Fig. 1: run 1, clock distribution
Scale bar: 50 microns.
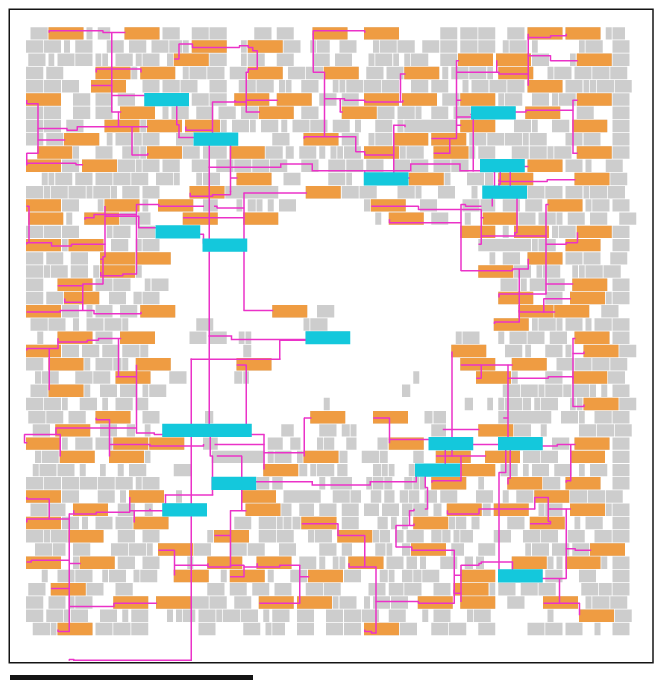
Fig. 2: run 1, placed cells, one colour a class
Fill, decap, tap and diode cells in grey.
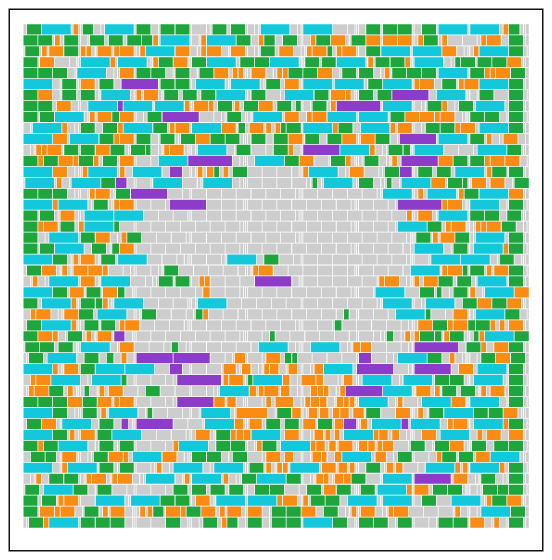
Fig. 3: run 1, placed standard cells
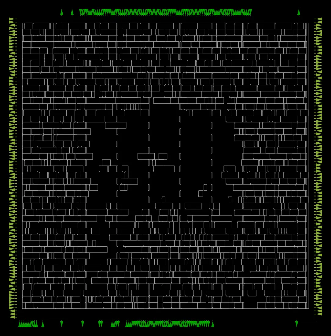
Fig. 4: run 1, routed metal, one colour a layer
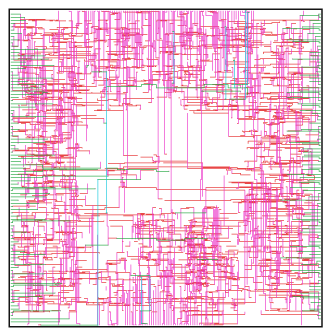
--- src/rtl/id_ex_if.sv ---
// ID/EX pipeline bundle: decode-stage fields flowing in, execute-stage
// copies (plus slot status and bubble counter) flowing out.
// master = decode side / driver, slave = the id_ex_reg pipeline register.
interface id_ex_if #(
  parameter int REG_ADDR_W = 4
);
  // decode-stage fields
  logic [31:0]           pc;
  logic                  wb_en;
  logic                  mem_r_en;
  logic                  mem_w_en;
  logic [3:0]            exe_cmd;
  logic                  b;
  logic                  s;
  logic [3:0]            sr;
  logic [31:0]           val_rn;
  logic [31:0]           val_rm;
  logic                  imm;
  logic [11:0]           shift_operand;
  logic [23:0]           signed_imm_24;
  logic [REG_ADDR_W-1:0] dest;
  logic [REG_ADDR_W-1:0] src1;
  logic [REG_ADDR_W-1:0] src2;

  // execute-stage copies
  logic [31:0]           pc_out;
  logic                  wb_en_out;
  logic                  mem_r_en_out;
  logic                  mem_w_en_out;
  logic [3:0]            exe_cmd_out;
  logic                  b_out;
  logic                  s_out;
  logic [3:0]            sr_out;
  logic [31:0]           val_rn_out;
  logic [31:0]           val_rm_out;
  logic                  imm_out;
  logic [11:0]           shift_operand_out;
  logic [23:0]           signed_imm_24_out;
  logic [REG_ADDR_W-1:0] dest_out;
  logic [REG_ADDR_W-1:0] src1_out;
  logic [REG_ADDR_W-1:0] src2_out;
  logic                  ld_str_out;
  logic                  valid_out;
  logic [15:0]           bubble_cnt;

  modport master (
    output pc, wb_en, mem_r_en, mem_w_en, exe_cmd, b, s, sr, val_rn, val_rm,
           imm, shift_operand, signed_imm_24, dest, src1, src2,
    input  pc_out, wb_en_out, mem_r_en_out, mem_w_en_out, exe_cmd_out, b_out,
           s_out, sr_out, val_rn_out, val_rm_out, imm_out, shift_operand_out,
           signed_imm_24_out, dest_out, src1_out, src2_out, ld_str_out,
           valid_out, bubble_cnt
  );

  modport slave (
    input  pc, wb_en, mem_r_en, mem_w_en, exe_cmd, b, s, sr, val_rn, val_rm,
           imm, shift_operand, signed_imm_24, dest, src1, src2,
    output pc_out, wb_en_out, mem_r_en_out, mem_w_en_out, exe_cmd_out, b_out,
           s_out, sr_out, val_rn_out, val_rm_out, imm_out, shift_operand_out,
           signed_imm_24_out, dest_out, src1_out, src2_out, ld_str_out,
           valid_out, bubble_cnt
  );
endinterface

--- src/rtl/id_ex_reg.sv ---
// ID/EX pipeline register.
// Captures the decoded instruction each cycle; freeze holds the slot, flush
// replaces it with an all-zero NOP bubble and counts it (saturating at FFFF).
// Reset is synchronous, active-low, and dominates flush/freeze.
// Optional macro FORWARDING_EN: registers src1/src2 for the forwarding unit;
// when undefined, src1_out/src2_out are tied to zero with no storage.
module id_ex_reg #(
  parameter int REG_ADDR_W = 4
) (
  input logic    clk,
  input logic    rst_n,
  input logic    freeze,
  input logic    flush,
  id_ex_if.slave bus
);

  typedef struct packed {
    logic [31:0]           pc;
    logic                  wb_en;
    logic                  mem_r_en;
    logic                  mem_w_en;
    logic [3:0]            exe_cmd;
    logic                  b;
    logic                  s;
    logic [3:0]            sr;
    logic [31:0]           val_rn;
    logic [31:0]           val_rm;
    logic                  imm;
    logic [11:0]           shift_operand;
    logic [23:0]           signed_imm_24;
    logic [REG_ADDR_W-1:0] dest;
    logic                  ld_str;
    logic                  valid;
  } stage_t;

  stage_t      stage_r;
  stage_t      load_s;
  logic [15:0] bubble_cnt_r;

  // Assemble the word captured on a normal load; ld_str is derived here so
  // the execute stage sees it straight from a flop.
  always_comb begin
    load_s               = '0;
    load_s.pc            = bus.pc;
    load_s.wb_en         = bus.wb_en;
    load_s.mem_r_en      = bus.mem_r_en;
    load_s.mem_w_en      = bus.mem_w_en;
    load_s.exe_cmd       = bus.exe_cmd;
    load_s.b             = bus.b;
    load_s.s             = bus.s;
    load_s.sr            = bus.sr;
    load_s.val_rn        = bus.val_rn;
    load_s.val_rm        = bus.val_rm;
    load_s.imm           = bus.imm;
    load_s.shift_operand = bus.shift_operand;
    load_s.signed_imm_24 = bus.signed_imm_24;
    load_s.dest          = bus.dest;
    load_s.ld_str        = bus.mem_r_en | bus.mem_w_en;
    load_s.valid         = 1'b1;
  end

  // Pipeline slot: reset, then flush (bubble), then freeze (hold), else load.
  always_ff @(posedge clk) begin
    if (!rst_n) begin
      stage_r <= '0;
    end else if (flush) begin
      stage_r <= '0;
    end else if (!freeze) begin
      stage_r <= load_s;
    end else begin
      stage_r <= stage_r;
    end
  end

  // Bubble counter: one per flush cycle, sticks at all-ones instead of wrapping.
  always_ff @(posedge clk) begin
    if (!rst_n) begin
      bubble_cnt_r <= 16'h0000;
    end else if (flush && (bubble_cnt_r != 16'hFFFF)) begin
      bubble_cnt_r <= bubble_cnt_r + 16'h0001;
    end else begin
      bubble_cnt_r <= bubble_cnt_r;
    end
  end

`ifdef FORWARDING_EN
  logic [REG_ADDR_W-1:0] src1_r;
  logic [REG_ADDR_W-1:0] src2_r;

  // Source register numbers for the forwarding unit, same priority as the slot.
  always_ff @(posedge clk) begin
    if (!rst_n) begin
      src1_r <= {REG_ADDR_W{1'b0}};
      src2_r <= {REG_ADDR_W{1'b0}};
    end else if (flush) begin
      src1_r <= {REG_ADDR_W{1'b0}};
      src2_r <= {REG_ADDR_W{1'b0}};
    end else if (!freeze) begin
      src1_r <= bus.src1;
      src2_r <= bus.src2;
    end else begin
      src1_r <= src1_r;
      src2_r <= src2_r;
    end
  end

  assign bus.src1_out = src1_r;
  assign bus.src2_out = src2_r;
`else
  // No forwarding unit downstream: source numbers are not stored.
  logic unused_src_s;
  assign unused_src_s = ^{bus.src1, bus.src2};
  assign bus.src1_out = {REG_ADDR_W{1'b0}};
  assign bus.src2_out = {REG_ADDR_W{1'b0}};
`endif

  assign bus.pc_out            = stage_r.pc;
  assign bus.wb_en_out         = stage_r.wb_en;
  assign bus.mem_r_en_out      = stage_r.mem_r_en;
  assign bus.mem_w_en_out      = stage_r.mem_w_en;
  assign bus.exe_cmd_out       = stage_r.exe_cmd;
  assign bus.b_out             = stage_r.b;
  assign bus.s_out             = stage_r.s;
  assign bus.sr_out            = stage_r.sr;
  assign bus.val_rn_out        = stage_r.val_rn;
  assign bus.val_rm_out        = stage_r.val_rm;
  assign bus.imm_out           = stage_r.imm;
  assign bus.shift_operand_out = stage_r.shift_operand;
  assign bus.signed_imm_24_out = stage_r.signed_imm_24;
  assign bus.dest_out          = stage_r.dest;
  assign bus.ld_str_out        = stage_r.ld_str;
  assign bus.valid_out         = stage_r.valid;
  assign bus.bubble_cnt        = bubble_cnt_r;

endmodule
--- src/flat_wrapper.sv ---
// flat-port wrapper written by rule: the top's interface ports become plain ports
module id_ex_reg_flat 
#(
  parameter int REG_ADDR_W = 4
)
  (clk, rst_n, freeze, flush, bus_pc, bus_wb_en, bus_mem_r_en, bus_mem_w_en, bus_exe_cmd, bus_b, bus_s, bus_sr, bus_val_rn, bus_val_rm, bus_imm, bus_shift_operand, bus_signed_imm_24, bus_dest, bus_src1, bus_src2, bus_pc_out, bus_wb_en_out, bus_mem_r_en_out, bus_mem_w_en_out, bus_exe_cmd_out, bus_b_out, bus_s_out, bus_sr_out, bus_val_rn_out, bus_val_rm_out, bus_imm_out, bus_shift_operand_out, bus_signed_imm_24_out, bus_dest_out, bus_src1_out, bus_src2_out, bus_ld_str_out, bus_valid_out, bus_bubble_cnt);
  id_ex_if #(.REG_ADDR_W(REG_ADDR_W)) bus_i ();
  input logic clk;
  input logic rst_n;
  input logic freeze;
  input logic flush;
  input wire logic [$bits(bus_i.pc)-1:0] bus_pc;
  input wire logic [$bits(bus_i.wb_en)-1:0] bus_wb_en;
  input wire logic [$bits(bus_i.mem_r_en)-1:0] bus_mem_r_en;
  input wire logic [$bits(bus_i.mem_w_en)-1:0] bus_mem_w_en;
  input wire logic [$bits(bus_i.exe_cmd)-1:0] bus_exe_cmd;
  input wire logic [$bits(bus_i.b)-1:0] bus_b;
  input wire logic [$bits(bus_i.s)-1:0] bus_s;
  input wire logic [$bits(bus_i.sr)-1:0] bus_sr;
  input wire logic [$bits(bus_i.val_rn)-1:0] bus_val_rn;
  input wire logic [$bits(bus_i.val_rm)-1:0] bus_val_rm;
  input wire logic [$bits(bus_i.imm)-1:0] bus_imm;
  input wire logic [$bits(bus_i.shift_operand)-1:0] bus_shift_operand;
  input wire logic [$bits(bus_i.signed_imm_24)-1:0] bus_signed_imm_24;
  input wire logic [$bits(bus_i.dest)-1:0] bus_dest;
  input wire logic [$bits(bus_i.src1)-1:0] bus_src1;
  input wire logic [$bits(bus_i.src2)-1:0] bus_src2;
  output wire logic [$bits(bus_i.pc_out)-1:0] bus_pc_out;
  output wire logic [$bits(bus_i.wb_en_out)-1:0] bus_wb_en_out;
  output wire logic [$bits(bus_i.mem_r_en_out)-1:0] bus_mem_r_en_out;
  output wire logic [$bits(bus_i.mem_w_en_out)-1:0] bus_mem_w_en_out;
  output wire logic [$bits(bus_i.exe_cmd_out)-1:0] bus_exe_cmd_out;
  output wire logic [$bits(bus_i.b_out)-1:0] bus_b_out;
  output wire logic [$bits(bus_i.s_out)-1:0] bus_s_out;
  output wire logic [$bits(bus_i.sr_out)-1:0] bus_sr_out;
  output wire logic [$bits(bus_i.val_rn_out)-1:0] bus_val_rn_out;
  output wire logic [$bits(bus_i.val_rm_out)-1:0] bus_val_rm_out;
  output wire logic [$bits(bus_i.imm_out)-1:0] bus_imm_out;
  output wire logic [$bits(bus_i.shift_operand_out)-1:0] bus_shift_operand_out;
  output wire logic [$bits(bus_i.signed_imm_24_out)-1:0] bus_signed_imm_24_out;
  output wire logic [$bits(bus_i.dest_out)-1:0] bus_dest_out;
  output wire logic [$bits(bus_i.src1_out)-1:0] bus_src1_out;
  output wire logic [$bits(bus_i.src2_out)-1:0] bus_src2_out;
  output wire logic [$bits(bus_i.ld_str_out)-1:0] bus_ld_str_out;
  output wire logic [$bits(bus_i.valid_out)-1:0] bus_valid_out;
  output wire logic [$bits(bus_i.bubble_cnt)-1:0] bus_bubble_cnt;
  assign bus_i.pc = bus_pc;
  assign bus_i.wb_en = bus_wb_en;
  assign bus_i.mem_r_en = bus_mem_r_en;
  assign bus_i.mem_w_en = bus_mem_w_en;
  assign bus_i.exe_cmd = bus_exe_cmd;
  assign bus_i.b = bus_b;
  assign bus_i.s = bus_s;
  assign bus_i.sr = bus_sr;
  assign bus_i.val_rn = bus_val_rn;
  assign bus_i.val_rm = bus_val_rm;
  assign bus_i.imm = bus_imm;
  assign bus_i.shift_operand = bus_shift_operand;
  assign bus_i.signed_imm_24 = bus_signed_imm_24;
  assign bus_i.dest = bus_dest;
  assign bus_i.src1 = bus_src1;
  assign bus_i.src2 = bus_src2;
  assign bus_pc_out = bus_i.pc_out;
  assign bus_wb_en_out = bus_i.wb_en_out;
  assign bus_mem_r_en_out = bus_i.mem_r_en_out;
  assign bus_mem_w_en_out = bus_i.mem_w_en_out;
  assign bus_exe_cmd_out = bus_i.exe_cmd_out;
  assign bus_b_out = bus_i.b_out;
  assign bus_s_out = bus_i.s_out;
  assign bus_sr_out = bus_i.sr_out;
  assign bus_val_rn_out = bus_i.val_rn_out;
  assign bus_val_rm_out = bus_i.val_rm_out;
  assign bus_imm_out = bus_i.imm_out;
  assign bus_shift_operand_out = bus_i.shift_operand_out;
  assign bus_signed_imm_24_out = bus_i.signed_imm_24_out;
  assign bus_dest_out = bus_i.dest_out;
  assign bus_src1_out = bus_i.src1_out;
  assign bus_src2_out = bus_i.src2_out;
  assign bus_ld_str_out = bus_i.ld_str_out;
  assign bus_valid_out = bus_i.valid_out;
  assign bus_bubble_cnt = bus_i.bubble_cnt;
  id_ex_reg #(.REG_ADDR_W(REG_ADDR_W)) u_core (.clk(clk), .rst_n(rst_n), .freeze(freeze), .flush(flush), .bus(bus_i));
endmodule
--- config.mk ---
export PLATFORM = sky130hd
export DESIGN_NAME = id_ex_reg_flat
export DESIGN_NICKNAME = d
export VERILOG_FILES = /design/src/rtl/id_ex_if.sv /design/src/rtl/id_ex_reg.sv /design/src/flat_wrapper.sv
export SDC_FILE = /design/constraint.sdc
export NUM_CORES = 1
export LEC_CHECK = 0
export ABC_CLOCK_PERIOD_IN_PS = 2700
export CORE_AREA = 3 3 129 131
export DETAILED_ROUTE_END_ITERATION = 12
export DIE_AREA = 0 0 132 134
export GPL_TIMING_DRIVEN = 0
export PLACE_DENSITY = 0.85
export SYNTH_ARGS = -nofsm -noshare
export SYNTH_HDL_FRONTEND = slang
export SYNTH_SLANG_ARGS = --single-unit
--- constraint.sdc ---
create_clock -name clk -period 2.7 [get_ports clk]
set_input_delay 0.81 -clock clk [delete_from_list [all_inputs] [get_ports clk]]
set_output_delay 0.81 -clock clk [all_outputs]
set_load 0.05 [all_outputs]
==> run summary, run 1 <==
Implementation results are summarized by area below.

Floorplanning
Per the OpenROAD floorplan log, the height of the die is 134 microns. The area of the die is about 18,000 sq um. The core utilization before placement is between 30% and 40%.

Timing
The count of final max-slew check failures is 0. The slew at the pin with the worst max-slew slack is around 0.80 ns. Setup repair after global routing left no endpoint under its margin.

The fraction of the cycle the final worst path needs is 95.67%. On the final layout, the worst hold slack is 0.4469 ns. The final critical-path setup slack is between 0.1 and 0.15 ns. The highest clock rate is 0.3871 GHz. The final timing report counts setup violations totalling 0. The accumulated negative setup slack is 0 ns.

For the finished layout, the period the worst path requires is roughly 2.6 ns.

Placement
Logged for this run, the post-placement worst setup slack is -0.5745 ns. According to the dpl log, the detail-placed design has an HPWL of roughly 15,000 microns. Counting tap cells, the placed design contains a total of roughly 1,100 instances. The post-placement cell area is a little under 10,000 sq um.

Worst setup path
The arrival time reported for the critical path endpoint is around 1.8 ns. The worst register-to-register path depth is 4. The worst-path maximum fanout is 6.

The category of cells accounting for the largest share of critical-path delay is buffers and inverters. The destination of the critical timing path is bus_bubble_cnt[2]. For the worst reg-to-reg path, the startpoint reported by OpenROAD is u_core.bus.bubble_cnt[11]. The largest incremental delay on the critical path is 0.88 ns.

The count of buffer and inverter cells on the critical path is 1. The timing report gives the worst reg2reg path a setup slack of 0.84 ns. The total number of cells along the worst setup path is 1. The capture point of the worst reg-to-reg path is u_core.bus.bubble_cnt[1]. The source of the critical timing path is u_core.bus.bubble_cnt[2]. Walking the worst path, the cells encountered are clkdlybuf4s50_1. The critical path is of the flip-flop to output pin type. The nature of the critical path startpoint is a flip-flop. The largest individual stage delay along the critical path comes from the cell sky130_fd_sc_hd__clkdlybuf4s50_1.

GRT
The initial antenna violation count is 0. met2 track demand over resource after global routing is between 30 and 40%. The first global-routing pass estimated a little over 30,000 microns of wire. Entering global routing, the biggest net connects 17 pins.

Global routing finished with a remaining overflow of 0. In the global route stage, met1 resource usage came out at around a quarter. The via count of the first global-routing pass is around 5,700. The met3 capacity usage during global routing is 9.415%.

The most used routing layer is met2.

Synthesis
Summing the areas of all and, or, nand and nor instances in the mapped netlist gives 13.73% of the synthesized area. The total cell area reported by yosys after synthesis is about 6000 sq um. The proportion of register bits with asynchronous set or reset after synthesis is 0%.

The cell-mix breakdown from Yosys lists the compound-gate area share as 2.497%. The portion of synthesized area spent on multiplexers is approximately 25%. The top cell type by instance count after synthesis is sky130_fd_sc_hd__dfxtp_1.

In the synthesized netlist the dominant register cell turns out to be sky130_fd_sc_hd__dfxtp_1. The number of library cell types mapped by synthesis is 34. The post-synthesis sequential area ratio is a little over half. The average instance in the mapped netlist occupies about 10 sq um. The count of mapped cells out of synthesis is 600.

The warning tally printed by Yosys for this design is 0. Per the synth log, the flip-flop and latch total comes to between 150 and 200. The xor and xnor fraction of the mapped netlist area is less than 1%.

The count of flip-flops with a built-in enable after synthesis is 0. The mapped cell area is 6162 sq um. In the synthesized netlist, the cells that appear most often are sky130_fd_sc_hd__dfxtp_1 (168), sky130_fd_sc_hd__nor2_1 (156), sky130_fd_sc_hd__mux2i_1 (154).

Yosys attributes the largest share of cell area to sky130_fd_sc_hd__dfxtp_1 (55%), sky130_fd_sc_hd__mux2i_1 (25%), sky130_fd_sc_hd__nor2_1 (9.5%). Of the combinational cells, the family taking the most area is multiplexers. The area fraction of the largest cell type after synthesis is between 50% and 60%. The number of cells reported by Yosys stat comes to around 600. The synthesized design spends more area on one cell type than any other, namely sky130_fd_sc_hd__dfxtp_1. After Yosys synthesis, full adders, half adders and majority gates account for less than 1% of the synthesized area.

Detailed routing
The met1 wire length is a little under 8000 microns. Per the detail_route log, the uppermost layer with routed signals is met4. The remaining number of nets flagged by the antenna check after routing is 0. The detailed route wirelength on metal2 is a little under 10,000 microns. For this run, the detailed router reports a per-instance via density of 4.712. Once iteration 0 of detailed routing completed, the report listed 182 DRC markers. After detailed routing, the number of remaining DRC violations is 0. After detailed routing, the met3 layer carries around 1700 microns of wire. The first-pass iteration count of the detailed router is 4.

Layout
The biggest slice of the area belongs to non-clock buffers. Ranking logic cells in the layout by count gives the top entries sky130_fd_sc_hd__clkdlybuf4s50_1 (320), sky130_fd_sc_hd__dfxtp_1 (168), sky130_fd_sc_hd__nor2_1 (156). Between the synthesized netlist and the finished layout, the area growth was recorded as 67.35%.

The layout summary lists the proportion of cells stronger than drive strength 1 as 5.631%. The combinational fraction of the cell area is 25.14%. After layout the clock buffers and inverters come to under 10% of cell area.

Leaving out buffers and inverters, the combinational logic in the layout accounts for about 2600 sq um. Multi-input combinational cells in the finished layout were counted as 389. The share of final layout cell area taken by non-clock buffers is 33.09%.

The area taken by flip-flops and latches is ~3400 sq um. Counting the clock-network buffers in the layout gives 18. The non-clock inverter total of the final layout is 7. After the last flow step, the layout net total stands at roughly 1,100.

Power and ir drop
Per report_power, the Sequential row totals roughly 0.0026 W. The power per unit of standard cell area is around 600 nW/um^2. The script computed the net switching share of total power as about a quarter. In the power breakdown, the internal column shows between 0.004 and 0.005 W. The leakage dissipation is between 4 and 5 nW.

Overall power consumption after layout is estimated at roughly 0.0063 W. The maximum resistive drop on vdd is a little under 400 uV. Per report_power, the top consumer among the power groups is the clock network. The power report puts the net switching power at approximately 0.0016 W. The total combinational power is about 0.00099 W. The part of the power in combinational logic is between 10% and 20%.

Clocking
The setup fix buffers added after clock tree synthesis is 0. The clock tree buffer depth is 2. The clock slew at the register clock pins of the worst setup and hold paths is ~0.070 ns. The number of clock sinks is approximately 170.

The library cell used as clock root buffer is sky130_fd_sc_hd__clkbuf_16. The count of cells resized by post-cts repair is 1. The maximum level of the CTS H-tree is 4. The quantity of hold-fixing buffers added after cts is 0.

The number of clock buffers inserted by TritonCTS is 17. The CTS tree is built.

Run
Max-cap violations in this run came to 0.

Min path
The startpoint of the lowest-slack hold path is u_core.bus.valid_out. The sink of the worst hold path is u_core.bus.valid_out.

Status
The flow ran to the end, and the final reports show no timing, DRC or antenna violations.
-- Fig. 1 (at the start) --
[clock-net drivers] cyan | count: 17
[clock wires] magenta | length: 2,110 microns
[flip-flops] orange | count: 168
flops lie: spread over the die
part of the power in the clock network: 42.9%
clock insertion delay at the later pin of the skew report: 0.42 ns
clock network power: 0.00270 W
setup clock skew after layout: 0.009040 ns

-- Fig. 2 (at the start) --
[registers] cyan | cells: 168 | share of their area: 33%
[remaining logic cells] orange | cells: 396 | share of their area: 26%
[remaining buffers and delay cells] green | cells: 363 | share of their area: 34%
[clock drivers and dummy loads] purple | cells: 32 | share of their area: 6.5%
final core area utilization: 65.63%
core box area: 15,710 sq um
sequential share of cell area: 32.61%
Final Instance Area: 10,310 sq um

-- Fig. 3 (at the start) --
final instance count without filler cells: 1,175
flop count: 168
number of fill cells in the layout: 1,262
number of rows in the core area: 46
TAP cells: 216

-- Fig. 4 (at the start) --
[M2] magenta | wire length: 9,830 microns
[M3] green | wire length: 1,720 microns
[M4] cyan | wire length: 288 microns
[M1] red | wire length: 7,780 microns
overall track demand over capacity in global routing: 21.88%
total via count after detailed routing: 5,537
overall routed net length: 19,620 microns
per-cell routed wire length: 16.69 microns

Fig. 5: run 1, I/O pins on the die edge
Pins as bars across the die edge, other pins in grey.
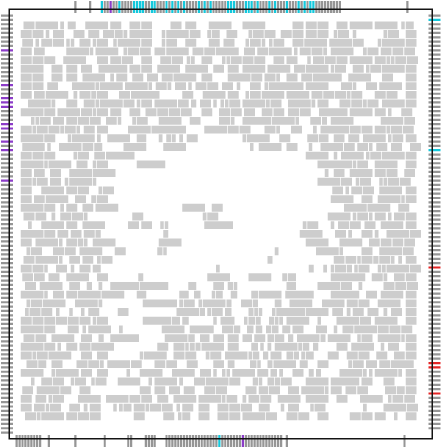

--- run 2 (diff from run 1) ---
SLEW_MARGIN = 40   (was not set)
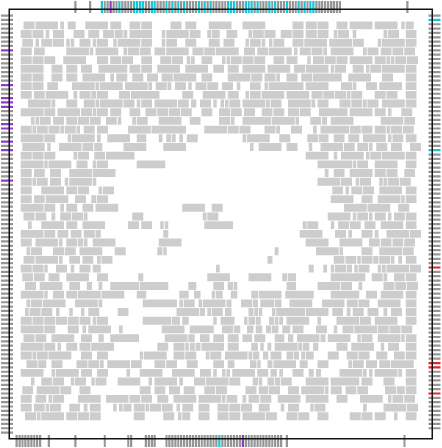
Fig. 6. I/O pins on the die edge (run 2).
Pins as bars across the die edge, other pins in grey.
[bus_shift_operand] purple | pins: 12 | direction: input | edge: 10 west, 1 south, 1 north
[bus_val_rm] cyan | pins: 32 | direction: input | edge: 29 north, 2 east, 1 south
[bus_sr] red | pins: 4 | direction: input | edge: east
all pins by edge: 97 west, 96 east, 85 north, 60 south
number of port buffers: 320
vertical die dimension: 134 microns
Horiz. Die Dim: 132 microns

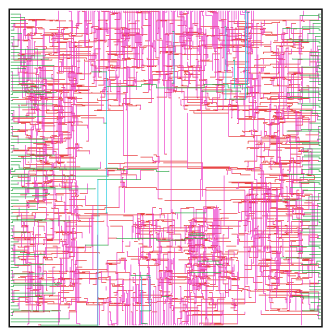
Fig. 7. Routed metal, one colour a layer (run 2).
[M4] cyan | wire length: 288 microns
[M2] magenta | wire length: 9,880 microns
[M1] red | wire length: 7,750 microns
[M3] green | wire length: 1,750 microns

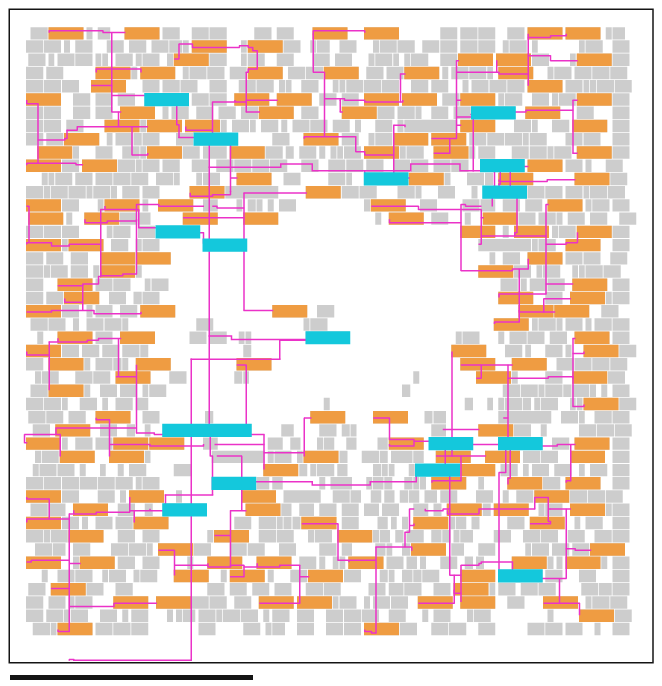
Fig. 8. Clock distribution (run 2).
Scale bar: 50 microns.
[clock wires] magenta | length: 2,100 microns
[clock-net drivers] cyan | count: 17
[flip-flops] orange | count: 168
flops lie: spread over the die
routed clock nets: 18

==> run summary, run 2 <==
Implementation results are summarized by area below.

Status
Outcome: completed (unchanged).

Layout
The multi-input gate count is 389 (unchanged). The area taken by flip-flops and latches is 3363 sq um (unchanged). The number of flip-flops and latches is 168 (unchanged). Commonest non-fill, non-tap cells in the layout: sky130_fd_sc_hd__clkdlybuf4s50_1 (320), sky130_fd_sc_hd__dfxtp_1 (168), sky130_fd_sc_hd__nor2_1 (156) (unchanged).

The combinational gate area is 2599 sq um (was 2592 sq um). The number of nets in the layout is 1,109 (unchanged). The share of layout cells above drive strength 1 is 5.735% (was 5.631%). The share of final layout cell area taken by non-clock buffers came to 33.07% (was 33.09%).

The proportion of cell area spent on the clock network was 6.281% (was 6.285%). The count of non-filler cells in the finished layout is 1,175 (unchanged). The number of clock buffer instances in the layout was 18 (unchanged). The fill cell total of the finished layout is 1,261 (was 1,262). The final cell utilization of the core came to 65.67% (was 65.63%). The biggest area consumer among cell classes was non-clock buffers (unchanged). The cell area after layout was 10,320 sq um (was 10,310 sq um). The sequential share of cell area came to 32.59% (was 32.61%). The non-clock inverter total of the final layout is 7 (unchanged). The synthesis-to-layout area growth is 67.45% (was 67.35%). The combinational fraction of the cell area was 25.19% (was 25.14%).

Timing
The slew at the pin with the worst max-slew slack was 0.7344 ns (was 0.8010 ns). The final critical delay including setup and external delays was 2.580 ns (was 2.583 ns). Setup repair after global routing missed its margin: false (unchanged). The final critical-path setup slack was 0.1204 ns (was 0.1168 ns). The accumulated negative setup slack was 0 ns (unchanged). The worst hold-check slack is 0.4468 ns (was 0.4469 ns). The post-route clock skew is 0.007089 ns (was 0.009040 ns).

The fraction of the cycle the final worst path needs is 95.54% (was 95.67%). The count of final max-slew check failures is 0 (unchanged). The highest clock rate was 0.3877 GHz (was 0.3871 GHz). The tightest slew margin relative to the limit is 51.04% (was 46.11%). The count of endpoints failing setup in the final report is 0 (unchanged).

Worst setup path
The source of the critical timing path is u_core.bus.bubble_cnt[2] (unchanged). The launching point of the worst reg2reg path was u_core.bus.bubble_cnt[11] (unchanged). The worst setup path category is flip-flop to output pin (unchanged). Cells traversed along the worst timing path: clkdlybuf4s50_1 (unchanged). The path depth of the worst reg2reg path is 4 (unchanged).

The destination of the critical timing path was bus_bubble_cnt[2] (unchanged). The largest incremental delay on the critical path is 0.87 ns (was 0.88 ns). The library cell contributing the largest single delay on the critical path is sky130_fd_sc_hd__clkdlybuf4s50_1 (unchanged). The total number of cells along the worst setup path is 1 (unchanged). The worst-path maximum fanout was 6 (unchanged).

The arrival time reported for the critical path endpoint is 1.77 ns (about the same). The category of cells accounting for the largest share of critical-path delay was buffers and inverters (unchanged). The slack of the worst reg-to-reg path is 0.84 ns (about the same). The capture point of the worst reg-to-reg path is u_core.bus.bubble_cnt[1] (unchanged).

The nature of the critical path startpoint is a flip-flop (unchanged). The count of buffer and inverter cells on the critical path was 1 (unchanged).

Detailed routing
The number of vias in the routed layout was 5,544 (was 5,537). The first-pass iteration count of the detailed router is 4 (unchanged). The detailed route wirelength on metal2 came to 9876 microns (was 9834 microns).

The sum of routed wire length over all layers is 19,670 microns (was 19,620 microns). The met1 wire length came to 7754 microns (was 7776 microns). The DRC marker count from the first detailed-route iteration came to 232 (was 182). The remaining number of nets flagged by the antenna check after routing is 0 (unchanged). The highest metal layer with signal wires is met4 (unchanged). The total DRC errors in the routed layout is 0 (unchanged). The mean number of vias per cell came to 4.718 (was 4.712).

The detailed-routed wire length on met3 came to 1748 microns (was 1717 microns). The routed wirelength normalized by instance count is 16.74 microns (was 16.69 microns).

Synthesis
The count of flip-flops with a built-in enable after synthesis is 0 (unchanged). The main flop type after synthesis is sky130_fd_sc_hd__dfxtp_1 (unchanged). Largest cells by area after synthesis: sky130_fd_sc_hd__dfxtp_1 (55%), sky130_fd_sc_hd__mux2i_1 (25%), sky130_fd_sc_hd__nor2_1 (9.5%) (unchanged). The synthesized area divided by synthesized cell count is 10.27 sq um (unchanged). The total cell area reported by yosys after synthesis is 6162 sq um (unchanged). The post-synthesis cell type with the largest combined area was sky130_fd_sc_hd__dfxtp_1 (unchanged). The area share of the largest cell type after synthesis is 54.58% (unchanged). The largest family of logic cells by area is multiplexers (unchanged). The count of instantiated cells in the yosys netlist is 600 (unchanged). The compound-cell area share of the yosys netlist is 2.497% (unchanged). The number of library cell types mapped by synthesis was 34 (unchanged). The post-synthesis sequential area ratio is 54.58% (unchanged).

The proportion of register bits with asynchronous set or reset after synthesis is 0% (unchanged). The total number of yosys warnings is 0 (unchanged). The top cell type by instance count after synthesis is sky130_fd_sc_hd__dfxtp_1 (unchanged). The xor and xnor fraction of the mapped netlist area was 0.1421% (unchanged). The proportion of synthesized area in mux cells came to 25.02% (unchanged). Post-synth top cells: sky130_fd_sc_hd__dfxtp_1 (168), sky130_fd_sc_hd__nor2_1 (156), sky130_fd_sc_hd__mux2i_1 (154) (unchanged).

The synthesized flop and latch total is 168 (unchanged). The synthesized-area fraction occupied by and/or/nand/nor cells is 13.73% (unchanged). The mapped cell area was 6162 sq um (unchanged).

The arithmetic-cell share of the synthesized area counting full adders, half adders and majority gates is 0.2030% (unchanged). The count of mapped cells out of synthesis is 600 (unchanged).

Power and ir drop
The part of the power in combinational logic was 15.8% (about the same). The internal power consumption is 0.004662 W (about the same). The proportion of power drawn by the clock network is 42.9% (about the same).

The clock-net power is 0.00270 W (about the same). The leakage dissipation came to 4.228 nW (about the same). The group with the largest share of power is the clock network (unchanged). The maximum resistive drop on vdd is 386.0 uV (about the same). The reported net switching power is 0.001632 W (was 0.001634 W).

The net switching share of the total power is 25.93% (was 25.96%). The total combinational power is 0.000994 W (about the same). The total power consumption of the routed design is 0.006293 W (was 0.006296 W).

The sequential-cell power consumption is 0.00260 W (about the same). The power per unit of standard cell area was 609.9 nW/um^2 (was 610.5 nW/um^2). The sequential cell fraction of total power was 41.3% (about the same).

Floorplanning
The number of tapcells came to 216 (unchanged). The area of the die is 17,690 sq um (unchanged). The core utilization before placement is 39.22% (unchanged). The core footprint was 15,710 sq um (unchanged). The number of standard-cell rows in the floorplan came to 46 (unchanged).

Clocking
The maximum level of the CTS H-tree came to 4 (unchanged). The setup fix buffers added after clock tree synthesis was 0 (unchanged). The quantity of hold-fixing buffers added after cts was 0 (unchanged). The worst-skew pair later-pin latency is 0.42 ns (about the same). The clock slew at the register clock pins of the worst setup and hold paths came to 0.06 ns (was 0.07 ns). The clock tree buffer depth is 2 (unchanged). The count of cells resized by post-cts repair is 1 (unchanged). The number of clock sinks is 168 (unchanged).

The library cell used as clock root buffer is sky130_fd_sc_hd__clkbuf_16 (unchanged). The number of clock buffers inserted by TritonCTS is 17 (unchanged). The CTS tree is built (unchanged).

GRT
The via count of the first global-routing pass is 5,699 (unchanged). The total global routing track utilization is 21.88% (unchanged). The global-route track usage on met2 was 38.83% (unchanged). The most used routing layer was met2 (unchanged). The initial antenna violation count is 0 (unchanged). The sum of overflow across all layers after global routing is 0 (unchanged). The pin count of the biggest net entering global routing is 17 (unchanged).

The wire length of the first global-routing pass is 30,660 microns (unchanged). The global-route track usage on met1 came to 23.87% (unchanged). The met3 capacity usage during global routing is 9.415% (unchanged).

Run
The number of max-cap violations is 0 (unchanged). The number of warnings in the stage logs is 34 (unchanged).

Min path
The sink of the worst hold path is u_core.bus.valid_out (unchanged). The startpoint of the lowest-slack hold path is u_core.bus.valid_out (unchanged).

Placement
The worst-case setup slack after placement is -0.5745 ns (unchanged). The detailed-placement wirelength estimate is 15,070 microns (unchanged). The post-placement cell count was 1,143 (unchanged).
No activity file was given, so power comes from the tool's default toggle rates.
